File: config.mk
export PLATFORM = sky130hd
export DESIGN_NAME = block_matmul_scheduler_flat
export DESIGN_NICKNAME = d
export VERILOG_FILES = /design/src/rtl/block_matmul_scheduler_if.sv /design/src/rtl/block_matmul_scheduler.sv /design/src/flat_wrapper.sv
export SDC_FILE = /design/constraint.sdc
export NUM_CORES = 1
export LEC_CHECK = 0
export ABC_AREA = 1
export CORE_MARGIN = 2
export CORE_UTILIZATION = 40
export CTS_CLUSTER_SIZE = 8
export DETAILED_ROUTE_END_ITERATION = 10
export PLACE_DENSITY = 0.7
export SKIP_CTS_REPAIR_TIMING = 1
export SLEW_MARGIN = 20
export SYNTH_ARGS = -nofsm -noshare
export SYNTH_HDL_FRONTEND = slang
export SYNTH_SLANG_ARGS = --single-unit
File: constraint.sdc
create_clock -name clk -period 2.68 [get_ports clk]
set_input_delay 0.268 -clock clk [delete_from_list [all_inputs] [get_ports clk]]
set_output_delay 0.268 -clock clk [all_outputs]
set_load 0.03 [all_outputs]
File: src/rtl/block_matmul_scheduler_if.sv
// rtl/block_matmul_scheduler_if.sv - handshake bundle between the matmul scheduler and the MAC tile engine / accumulator
//
// Purpose: groups the tile-engine and accumulator handshake plus the A/B/C tile select indices.
// Signals:
//   clear_acc          scheduler -> accumulator   1-cycle pulse, start_new_computation
//   tile_start         scheduler -> MAC engine    1-cycle pulse, load A/B tiles and compute
//   tile_done          MAC engine -> scheduler    1-cycle pulse, partial result valid
//   accumulate_result  scheduler -> accumulator   level request, held until accumulation_done
//   accumulation_done  accumulator -> scheduler   ack for accumulate_result
//   a_row_idx/a_col_idx, b_row_idx/b_col_idx, c_row_idx/c_col_idx  tile selects
// Modports: master = scheduler side, slave = engine/accumulator side.
interface block_matmul_scheduler_if #(
  parameter int IDX_WIDTH = 2
);
  logic                 clear_acc;
  logic                 tile_start;
  logic                 tile_done;
  logic                 accumulate_result;
  logic                 accumulation_done;
  logic [IDX_WIDTH-1:0] a_row_idx;
  logic [IDX_WIDTH-1:0] a_col_idx;
  logic [IDX_WIDTH-1:0] b_row_idx;
  logic [IDX_WIDTH-1:0] b_col_idx;
  logic [IDX_WIDTH-1:0] c_row_idx;
  logic [IDX_WIDTH-1:0] c_col_idx;

  modport master (
    output clear_acc, tile_start, accumulate_result,
    output a_row_idx, a_col_idx, b_row_idx, b_col_idx, c_row_idx, c_col_idx,
    input  tile_done, accumulation_done
  );

  modport slave (
    input  clear_acc, tile_start, accumulate_result,
    input  a_row_idx, a_col_idx, b_row_idx, b_col_idx, c_row_idx, c_col_idx,
    output tile_done, accumulation_done
  );
endinterface

File: src/rtl/block_matmul_scheduler.sv
// rtl/block_matmul_scheduler.sv - sequences a tiled matrix multiply over a block MAC engine and result accumulator
//
// Purpose: clears the accumulator once, then for every output block (ci,cj) walks k over all
//   blocks, issuing one tile compute A(ci,k) x B(k,cj) followed by one accumulate into C(ci,cj).
//   A watchdog aborts the run with a sticky error if the engine or accumulator stops answering.
// Ports:
//   clk, rst_n   clock (rising edge), asynchronous active-low reset
//   start        1-cycle request, honoured only when idle
//   busy         high from the cycle after an accepted start until the run ends
//   done         1-cycle pulse after all NB^3 steps are accumulated
//   error        sticky watchdog timeout, cleared by the next accepted start
//   tiles_done   completed accumulate steps in the current run
//   eng          master side of the engine/accumulator handshake and tile selects
module block_matmul_scheduler #(
  parameter int MATRIX_SIZE    = 128,
  parameter int BLOCK_SIZE     = 64,
  parameter int IDX_WIDTH      = 2,
  parameter int TIMEOUT_CYCLES = 4096,
  parameter int CNT_WIDTH      = 16
) (
  input  logic                     clk,
  input  logic                     rst_n,
  input  logic                     start,
  output logic                     busy,
  output logic                     done,
  output logic                     error,
  output logic [CNT_WIDTH-1:0]     tiles_done,
  block_matmul_scheduler_if.master eng
);

  localparam int                   NB       = MATRIX_SIZE / BLOCK_SIZE;
  localparam logic [IDX_WIDTH-1:0] LAST_IDX = IDX_WIDTH'(NB - 1);
  localparam logic [CNT_WIDTH-1:0] WD_LIMIT = CNT_WIDTH'(TIMEOUT_CYCLES - 1);

  typedef enum logic [2:0] {
    S_IDLE,
    S_CLEAR,
    S_ISSUE,
    S_COMPUTE,
    S_ACCUM,
    S_GAP,
    S_FINISH
  } state_t;

  state_t               state;
  logic [IDX_WIDTH-1:0] ci;
  logic [IDX_WIDTH-1:0] cj;
  logic [IDX_WIDTH-1:0] k;
  logic [CNT_WIDTH-1:0] wd_cnt;
  logic                 clear_acc_r;
  logic                 tile_start_r;
  logic                 acc_req_r;
  logic                 last_step;

  assign last_step = (ci == LAST_IDX) && (cj == LAST_IDX) && (k == LAST_IDX);

  assign eng.clear_acc         = clear_acc_r;
  assign eng.tile_start        = tile_start_r;
  assign eng.accumulate_result = acc_req_r;
  assign eng.a_row_idx         = ci;
  assign eng.a_col_idx         = k;
  assign eng.b_row_idx         = k;
  assign eng.b_col_idx         = cj;
  assign eng.c_row_idx         = ci;
  assign eng.c_col_idx         = cj;

  always_ff @(posedge clk or negedge rst_n) begin
    if (!rst_n) begin
      state        <= S_IDLE;
      busy         <= 1'b0;
      done         <= 1'b0;
      error        <= 1'b0;
      tiles_done   <= '0;
      ci           <= '0;
      cj           <= '0;
      k            <= '0;
      wd_cnt       <= '0;
      clear_acc_r  <= 1'b0;
      tile_start_r <= 1'b0;
      acc_req_r    <= 1'b0;
    end else begin
      // Single-cycle strobes drop unless a state re-asserts them below.
      clear_acc_r  <= 1'b0;
      tile_start_r <= 1'b0;
      done         <= 1'b0;

      case (state)
        S_IDLE: begin
          if (start) begin
            state       <= S_CLEAR;
            busy        <= 1'b1;
            error       <= 1'b0;
            tiles_done  <= '0;
            ci          <= '0;
            cj          <= '0;
            k           <= '0;
            clear_acc_r <= 1'b1;
          end
        end

        S_CLEAR: begin
          state        <= S_ISSUE;
          tile_start_r <= 1'b1;
        end

        S_ISSUE: begin
          state  <= S_COMPUTE;
          wd_cnt <= '0;
        end

        S_COMPUTE: begin
          // The awaited input is checked first so it wins over a same-cycle timeout.
          if (eng.tile_done) begin
            state     <= S_ACCUM;
            acc_req_r <= 1'b1;
            wd_cnt    <= '0;
          end else if (wd_cnt == WD_LIMIT) begin
            state     <= S_IDLE;
            error     <= 1'b1;
            busy      <= 1'b0;
            acc_req_r <= 1'b0;
          end else begin
            wd_cnt <= wd_cnt + 1'b1;
          end
        end

        S_ACCUM: begin
          if (eng.accumulation_done) begin
            state     <= S_GAP;
            acc_req_r <= 1'b0;
          end else if (wd_cnt == WD_LIMIT) begin
            state     <= S_IDLE;
            error     <= 1'b1;
            busy      <= 1'b0;
            acc_req_r <= 1'b0;
          end else begin
            wd_cnt <= wd_cnt + 1'b1;
          end
        end

        S_GAP: begin
          // The accumulator reacts to a rising edge on accumulate_result, so this
          // state guarantees at least one low cycle before the next request.
          tiles_done <= tiles_done + 1'b1;
          if (last_step) begin
            // Indices are left on the final block so they hold in IDLE.
            state <= S_FINISH;
            done  <= 1'b1;
            busy  <= 1'b0;
          end else begin
            state        <= S_ISSUE;
            tile_start_r <= 1'b1;
            if (k != LAST_IDX) begin
              k <= k + 1'b1;
            end else begin
              k <= '0;
              if (cj != LAST_IDX) begin
                cj <= cj + 1'b1;
              end else begin
                cj <= '0;
                ci <= ci + 1'b1;
              end
            end
          end
        end

        S_FINISH: begin
          state <= S_IDLE;
        end

        default: begin
          state     <= S_IDLE;
          busy      <= 1'b0;
          acc_req_r <= 1'b0;
        end
      endcase
    end
  end

endmodule

File: src/flat_wrapper.sv
// flat-port wrapper written by rule: the top's interface ports become plain ports
module block_matmul_scheduler_flat 
#(
  parameter int MATRIX_SIZE    = 128,
  parameter int BLOCK_SIZE     = 64,
  parameter int IDX_WIDTH      = 2,
  parameter int TIMEOUT_CYCLES = 4096,
  parameter int CNT_WIDTH      = 16
)
  (clk, rst_n, start, busy, done, error, tiles_done, eng_clear_acc, eng_tile_start, eng_accumulate_result, eng_a_row_idx, eng_a_col_idx, eng_b_row_idx, eng_b_col_idx, eng_c_row_idx, eng_c_col_idx, eng_tile_done, eng_accumulation_done);
  block_matmul_scheduler_if #(.IDX_WIDTH(IDX_WIDTH)) eng_i ();
  input  logic clk;
  input  logic rst_n;
  input  logic start;
  output logic busy;
  output logic done;
  output logic error;
  output logic [CNT_WIDTH-1:0] tiles_done;
  output wire logic [$bits(eng_i.clear_acc)-1:0] eng_clear_acc;
  output wire logic [$bits(eng_i.tile_start)-1:0] eng_tile_start;
  output wire logic [$bits(eng_i.accumulate_result)-1:0] eng_accumulate_result;
  output wire logic [$bits(eng_i.a_row_idx)-1:0] eng_a_row_idx;
  output wire logic [$bits(eng_i.a_col_idx)-1:0] eng_a_col_idx;
  output wire logic [$bits(eng_i.b_row_idx)-1:0] eng_b_row_idx;
  output wire logic [$bits(eng_i.b_col_idx)-1:0] eng_b_col_idx;
  output wire logic [$bits(eng_i.c_row_idx)-1:0] eng_c_row_idx;
  output wire logic [$bits(eng_i.c_col_idx)-1:0] eng_c_col_idx;
  input wire logic [$bits(eng_i.tile_done)-1:0] eng_tile_done;
  input wire logic [$bits(eng_i.accumulation_done)-1:0] eng_accumulation_done;
  assign eng_clear_acc = eng_i.clear_acc;
  assign eng_tile_start = eng_i.tile_start;
  assign eng_accumulate_result = eng_i.accumulate_result;
  assign eng_a_row_idx = eng_i.a_row_idx;
  assign eng_a_col_idx = eng_i.a_col_idx;
  assign eng_b_row_idx = eng_i.b_row_idx;
  assign eng_b_col_idx = eng_i.b_col_idx;
  assign eng_c_row_idx = eng_i.c_row_idx;
  assign eng_c_col_idx = eng_i.c_col_idx;
  assign eng_i.tile_done = eng_tile_done;
  assign eng_i.accumulation_done = eng_accumulation_done;
  block_matmul_scheduler #(.MATRIX_SIZE(MATRIX_SIZE), .BLOCK_SIZE(BLOCK_SIZE), .IDX_WIDTH(IDX_WIDTH), .TIMEOUT_CYCLES(TIMEOUT_CYCLES), .CNT_WIDTH(CNT_WIDTH)) u_core (.clk(clk), .rst_n(rst_n), .start(start), .busy(busy), .done(done), .error(error), .tiles_done(tiles_done), .eng(eng_i));
endmodule
==> results.toml, run 1 <==
# implementation run metrics
[status]
status = "finished, final reports clean"

[global_route]
first_global_vias = 2465
grt_pass1_wl_um = 11100
grt_start_max_net_pins = 27
grt_busiest_layer = "met2"
grt-ovfl-total = 0
grt.total_usage_pct = 18.4
antenna_found_initial = 0

[pwr]
power.leakage_nw = 1.53
switching_share_pct = 44.2
power.switching_mw = 1.12
powerComb_mw = 1.11
max-vdd-ir-drop_mv = 0.486
p_comb_share_pct = 43.7
power_density_mw_per_mm2 = 781
top_power_group = "combinational logic"
clock_net_power_mw = 0.494
power.total_mw = 2.53
powerSeq_mw = 0.932
p_int_mw = 1.41
power.share.sequential_pct = 36.8
p_clk_share_pct = 19.5

[worst_setup_path]
cp_endpoint_kind = "register"
critPathLaunchType = "register"
criticalPathCategory = "register to register"
cpMaxStageDelayCell = "sky130_fd_sc_hd__nor2_1"
timing.critical_path.buf_inv = 1
path_delay_family = "simple AND/OR/NAND/NOR gates"
max_stage_delay_ns = 0.62
worstPathMaxFanout = 19
crit_path_cell_trace = "inv_1, nand2_4, nor2_8, nor2_1, nor2_1, nand2_1, nand2_1, o21ai_1"
critPathRequiredTime_ns = 2.92
worst-endpoint-arrival_ns = 2.09

[layout]
biggestCellCategory = "logic gates"
area_delta_synth_final_pct = 18.8
buffers_excl_clock = 41
clk_share_pct = 3.20
number_of_multi_input_logic_gates = 268
final_core_utilization_pct = 48.5
layout-drive-gt1-share_pct = 6.73
comb_area_share_pct = 38.9
fin_area_mm2 = 0.00324
combGateArea_mm2 = 0.00126
post_layout_nets = 423
nonClockInverterCount = 52
non_clock_buffer_area_share_pct = 12.3
register_area_mm2 = 0.00118
stdcell_count = 496
seq_cell_count = 47
layout.filler_cells = 677
sh_seq_area_pct = 36.3
clockBufferCount = 7
n_antenna_cell = 0

[placement]
hpwl_um = 4580
dpl-instance-area_mm2 = 0.00313
io_buffers = 38
post-place-ws_ns = 0.789
dp.cells = 487
global_placement_routability_congestion = 0.848

[floorplanning]
num_io_pins = 39
std_cell_rows = 30
dieArea_mm2 = 0.00750
die_width_um = 86.6
num_tap_cells = 80
fp.coreArea_mm2 = 0.00668
chipHeight_um = 86.6
fp_util_pct = 40.9

[min_path]
hold_class = "primary input to async pin"

[synth]
most_common_cell = "sky130_fd_sc_hd__nand2_1"
yosys_area_mm2 = 0.00273
synth-seq-area-share_pct = 43.1
netlist-cell-type-count = 34
synth_async_sr_flop_share_pct = 100
predominant_post_synthesis_flop_cell = "sky130_fd_sc_hd__dfrtp_1"
synth.area.top_cells = "sky130_fd_sc_hd__dfrtp_1 43%, sky130_fd_sc_hd__nand2_1 15%, sky130_fd_sc_hd__nor2_1 7.8%"
synth.cellmix.xorXnorShare_pct = 0.642
edf_count = 0
synthTopLogicFamily = "simple AND/OR/NAND/NOR gates"
top_cells_by_instance_count_after_synthesis = "106 x sky130_fd_sc_hd__nand2_1, 57 x sky130_fd_sc_hd__nor2_1, 50 x sky130_fd_sc_hd__inv_1, 47 x sky130_fd_sc_hd__dfrtp_1, 24 x sky130_fd_sc_hd__nand3_1"
ys_sh_adder_pct = 1.37
synthDominantCellAreaShare_pct = 43.1
synthesis.area_mm2 = 0.00273
avg_synthesized_cell_area_um2 = 7.20
synth.net_count = 387
synth.mux.area_fraction_pct = 0
post_synth_ao_oa_area_fraction_pct = 9.40
synthesized_area_fraction_occupied_by_and_or_nand_nor_cells_pct = 34.8
yosys_cell_count = 379
synthCells = 379
ys.flops = 47
yosys_warnings = 0
largest_area_cell = "sky130_fd_sc_hd__dfrtp_1"

[flow_run]
openroad_warnings = 26
timing.max_cap.violations = 0

[final_timing]
layout_worst_path_cycle_share_pct = 69.1
final.setup.worst_slack_ns = 0.829
report.final.hold_viol_count = 0
worst_hold_slack_ns = 0.456
setup_repair_after_global_routing_missed_its_margin = "false"
timing.fmax_ghz = 0.540
slew_of_the_pin_with_the_lowest_slew_margin_ns = 0.772
finalSetupViolations = 0
skew_ns = 0.00819
min_period_ns = 1.85
timing.setup.tns_ns = 0
maxSlewHeadroom_pct = 48.4
report.final.slew_viol_count = 0

[clocking]
tritoncts.num_buffers = 5
cts_tree = "yes"
cts.clk_slew.worst_paths_ns = 0.09
htree_num_levels = 2
latest_clock_arrival_within_the_worst_skew_pair_ns = 0.31
cts_root_buffer = "sky130_fd_sc_hd__clkbuf_8"
clkSinkCount = 47
cts-root-to-sink-buffers = 2

[route]
routed_wire_length_per_instance_um = 12.7
ant_nets = 0
detail_route.vias_per_cell = 5.01
detail_route.drc_violations = 0
iteration_tally_of_the_first_detailed_router_pass = 5
initialDrtViolationCount = 112
-- run 1: final timing paths --
check / start / to / slack [ns] / cells after the start
max: u_core.state[1] / u_core.eng.a_row_idx[0] / 0.83 / 8
min reg2reg: u_core.tiles_done[15] / u_core.tiles_done[15] / 0.49 / 1
min in group clk: u_core.tiles_done[15] / u_core.tiles_done[15] / 0.49 / 1
max reg2reg: u_core.state[1] / u_core.eng.a_row_idx[0] / 0.83 / 8
max in group asynchronous: rst_n / u_core.wd_cnt[1] / 1.48 / 3
min: rst_n / u_core.wd_cnt[3] / 0.46 / 2
-- run 1: flip-flops by register name, indices dropped and copies added (netlist names) --
register	flops
u_core.tiles_done	16
u_core.wd_cnt	16
u_core.state	3
u_core.eng.a_col_idx	2
u_core.eng.a_row_idx	2
u_core.eng.b_col_idx	2
u_core.busy	1
u_core.done	1
u_core.eng.accumulate_result	1
u_core.eng.clear_acc	1
u_core.eng.tile_start	1
u_core.error	1
-- run 1: routing by layer --
metal / vias up / wire, µm
li1: 1263 / -
met1: 1161 / 3050
met2: 55 / 2930
met3: 4 / 250
met4: 0 / 48
met5: - / 0
-- run 1: layout by cell type (no fill, tap or decap), drive strengths merged --
cell type / instances
buf: 3
a21o: 1
a22o: 1
dlygate4sd3: 1
nand3b: 1
or2: 3
clkdlybuf4s50: 37
nand4: 11
nand3: 24
dfrtp: 47
o22ai: 1
o211ai: 1
a21oi: 14
nand2: 110
xor2: 2
and3: 1
a31o: 1
nor3: 3
a22oi: 1
o21ai: 23
inv: 52
ha: 3
a31oi: 4
clkinvlp: 1
nor2: 63
clkbuf: 7
Run 1, the metal 1 layer:
Bar = 20 µm. Cells faint in the background.
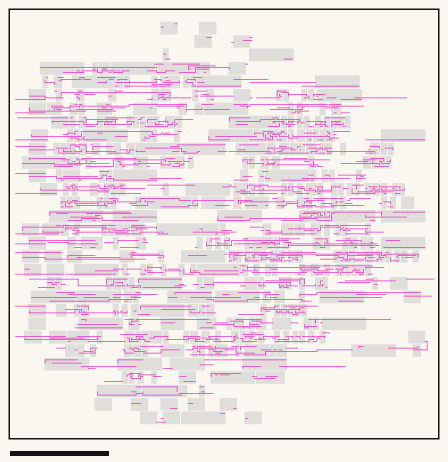
nets with wire on the layer: 391
main direction: horizontal
wire length on this layer: 3050 µm
Total Wirelength: 6280 µm
via count: 2483
met1 track utilization from global routing: 25.6%

Run 1, met2 routing:
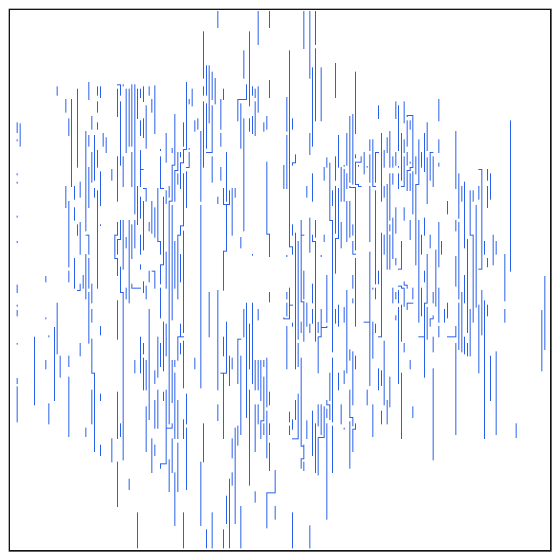
wire length on this layer: 2930 µm
longest straight run: 35.7 µm
share of all routed wire: 47%
main direction: vertical
nets with wire on the layer: 325
met2 routing resource usage after global routing: 29.4%

Run 1, signal wires on met3:
Bar = 20 µm.
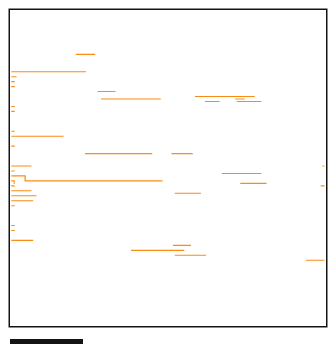
longest straight run: 37.5 µm
main direction: horizontal
wire length on this layer: 251 µm
share of all routed wire: 4.0%
nets with wire on the layer: 35
met3 Track Usage GR: 3.81%

==> run 2: changes to the inputs <==
- clock period: 2.68 -> 1.9 ns (I/O delays scaled with it)
Run 2, met2 routing:
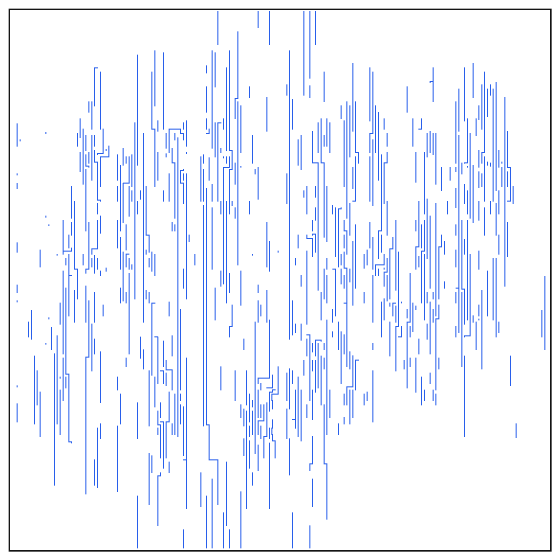
wire length on this layer: 3000 µm
longest straight run: 47.9 µm
main direction: vertical
met2 routing resource usage after global routing: 29.8%
Total Wirelength: 6220 µm
via count: 2486

==> run 2 against run 1 <==
Net effect: cell count grew 1.0%; area after synthesis is the same; maximum frequency grew 10%; first-iteration DRC count grew 17%; clock power grew 59%; synthesized cell count is the same; largest power group unchanged; routed wire length shrank 1.0%; critical path depth is the same; setup slack lost 0.61 ns; total power grew 45%; sequential cell count is the same.
==> results.toml, run 2 <==
# implementation run metrics
[layout]
biggestCellCategory = "logic gates"
non_clock_buffer_area_share_pct = 13.6
layout.filler_cells = 653
nonClockInverterCount = 52
layout-drive-gt1-share_pct = 8.08
register_area_mm2 = 0.00118
clk_share_pct = 3.55
buffers_excl_clock = 46
sh_seq_area_pct = 35.5
number_of_multi_input_logic_gates = 268
seq_cell_count = 47
lay_top_count = "sky130_fd_sc_hd__nand2_1"

[clocking]
cts-root-to-sink-buffers = 2
cts_tree = "yes"
latest_clock_arrival_within_the_worst_skew_pair_ns = 0.30
htree_num_levels = 2
clkSinkCount = 47

[final_timing]
final.setup.worst_slack_ns = 0.220
timing.fmax_ghz = 0.595
setup_repair_after_global_routing_missed_its_margin = "false"
min_period_ns = 1.68

[worst_setup_path]
criticalPathCategory = "register to register"
ff2ff_path_depth = 8
crit-reg2reg-capture = "u_core.wd_cnt[14]"
timing.critical_path.buf_inv = 2
critPathRequiredTime_ns = 2.10
worst-path-stages = 8
path_delay_family = "simple AND/OR/NAND/NOR gates"
setup.reg_to_reg.worst_slack_ns = 0.22
cp_endpoint_kind = "register"
max_stage_delay_ns = 0.38
worstReg2RegStart = "u_core.wd_cnt[0]"
worst_setup_path_endpoint = "u_core.wd_cnt[14]"

[synth]
synthDominantCellAreaShare_pct = 43.1
yosys_area_mm2 = 0.00273
post_synth_ao_oa_area_fraction_pct = 9.40
ys.flops = 47
synth-seq-area-share_pct = 43.1
yosys_warnings = 0
edf_count = 0
predominant_post_synthesis_flop_cell = "sky130_fd_sc_hd__dfrtp_1"
largest_area_cell = "sky130_fd_sc_hd__dfrtp_1"
ys_sh_adder_pct = 1.37
synth_async_sr_flop_share_pct = 100
avg_synthesized_cell_area_um2 = 7.20
synth.cellmix.xorXnorShare_pct = 0.642
most_common_cell = "sky130_fd_sc_hd__nand2_1"
netlist-cell-type-count = 34
synth.mux.area_fraction_pct = 0
synth.area.top_cells = "sky130_fd_sc_hd__dfrtp_1 43%, sky130_fd_sc_hd__nand2_1 15%, sky130_fd_sc_hd__nor2_1 7.8%"

[floorplanning]
fp.coreArea_mm2 = 0.00668
die_width_um = 86.6
num_io_pins = 39
num_tap_cells = 80
chipHeight_um = 86.6

[route]
iteration_tally_of_the_first_detailed_router_pass = 5
detail_route.drc_violations = 0
initialDrtViolationCount = 131

[pwr]
top_power_group = "combinational logic"
switching_share_pct = 42.5
power.switching_mw = 1.56
p_int_mw = 2.12
power_density_mw_per_mm2 = 1110
powerSeq_mw = 1.31
p_clk_share_pct = 21.3
p_comb_share_pct = 43.1

[global_route]
first_global_vias = 2439
grt.total_usage_pct = 18.2
grt_busiest_layer = "met2"
grt_start_max_net_pins = 26

[flow_run]
timing.max_cap.violations = 0
openroad_warnings = 26

[min_path]
hold_class = "primary input to async pin"

[placement]
dpl-instance-area_mm2 = 0.00317

[status]
status = "finished, final reports clean"
==> run 2: cell count changes in the layout (fill, tap and decap cells not counted) <==
cell                         before  now
sky130_fd_sc_hd__buf_4            2    6
sky130_fd_sc_hd__buf_12           0    1
sky130_fd_sc_hd__bufinv_16        0    1
sky130_fd_sc_hd__clkbuf_8         7    6
sky130_fd_sc_hd__clkinv_2         0    1
sky130_fd_sc_hd__clkinvlp_4       1    0
sky130_fd_sc_hd__nor2_1          57   56
sky130_fd_sc_hd__nor2_2           4    5
==> run 2: cell families after synthesis <==
kind of cell / after synthesis
and+or+nand+nor: 216
buffers and inverters: 64
AOI/OAI and AO/OA: 47
DFF: 47
adders and majority gates: 3
xor gates and xnor gates: 2
==> run 2: stage by stage <==
step / util [%] / cells / hold WS, ns / total power, mW
floorplan: - / 379 / -0.106 / 2.50
global placement: 47.5 / 491 / 0.218 / 2.89
CTS: 49.2 / 499 / -0.117 / 3.71
global route: 49.5 / 501 / 0.441 / 3.96
finish: 49.5 / 501 / 0.408 / 3.68
detailed placement: 47.5 / 491 / 0.227 / 2.92
==> run 2: worst reg2reg max path, delay by kind of cell (launching register included) <==
| kind | cells | cell delay [ns] |
|---|---|---|
| simple gates | 4 | 0.55 |
| flops | 1 | 0.38 |
| buf+inv | 2 | 0.32 |
| fa+ha+maj | 1 | 0.18 |
| compound gates | 1 | 0.14 |
==> run 2: metal layers <==
layer  part of all wire, %  vias to the layer above
met5                     0                        -
met1                    45                     1132
li1                      -                     1280
met4                   1.4                        0
met3                   4.8                        8
met2                    48                       66
No activity file was given, so power comes from the tool's default toggle rates.
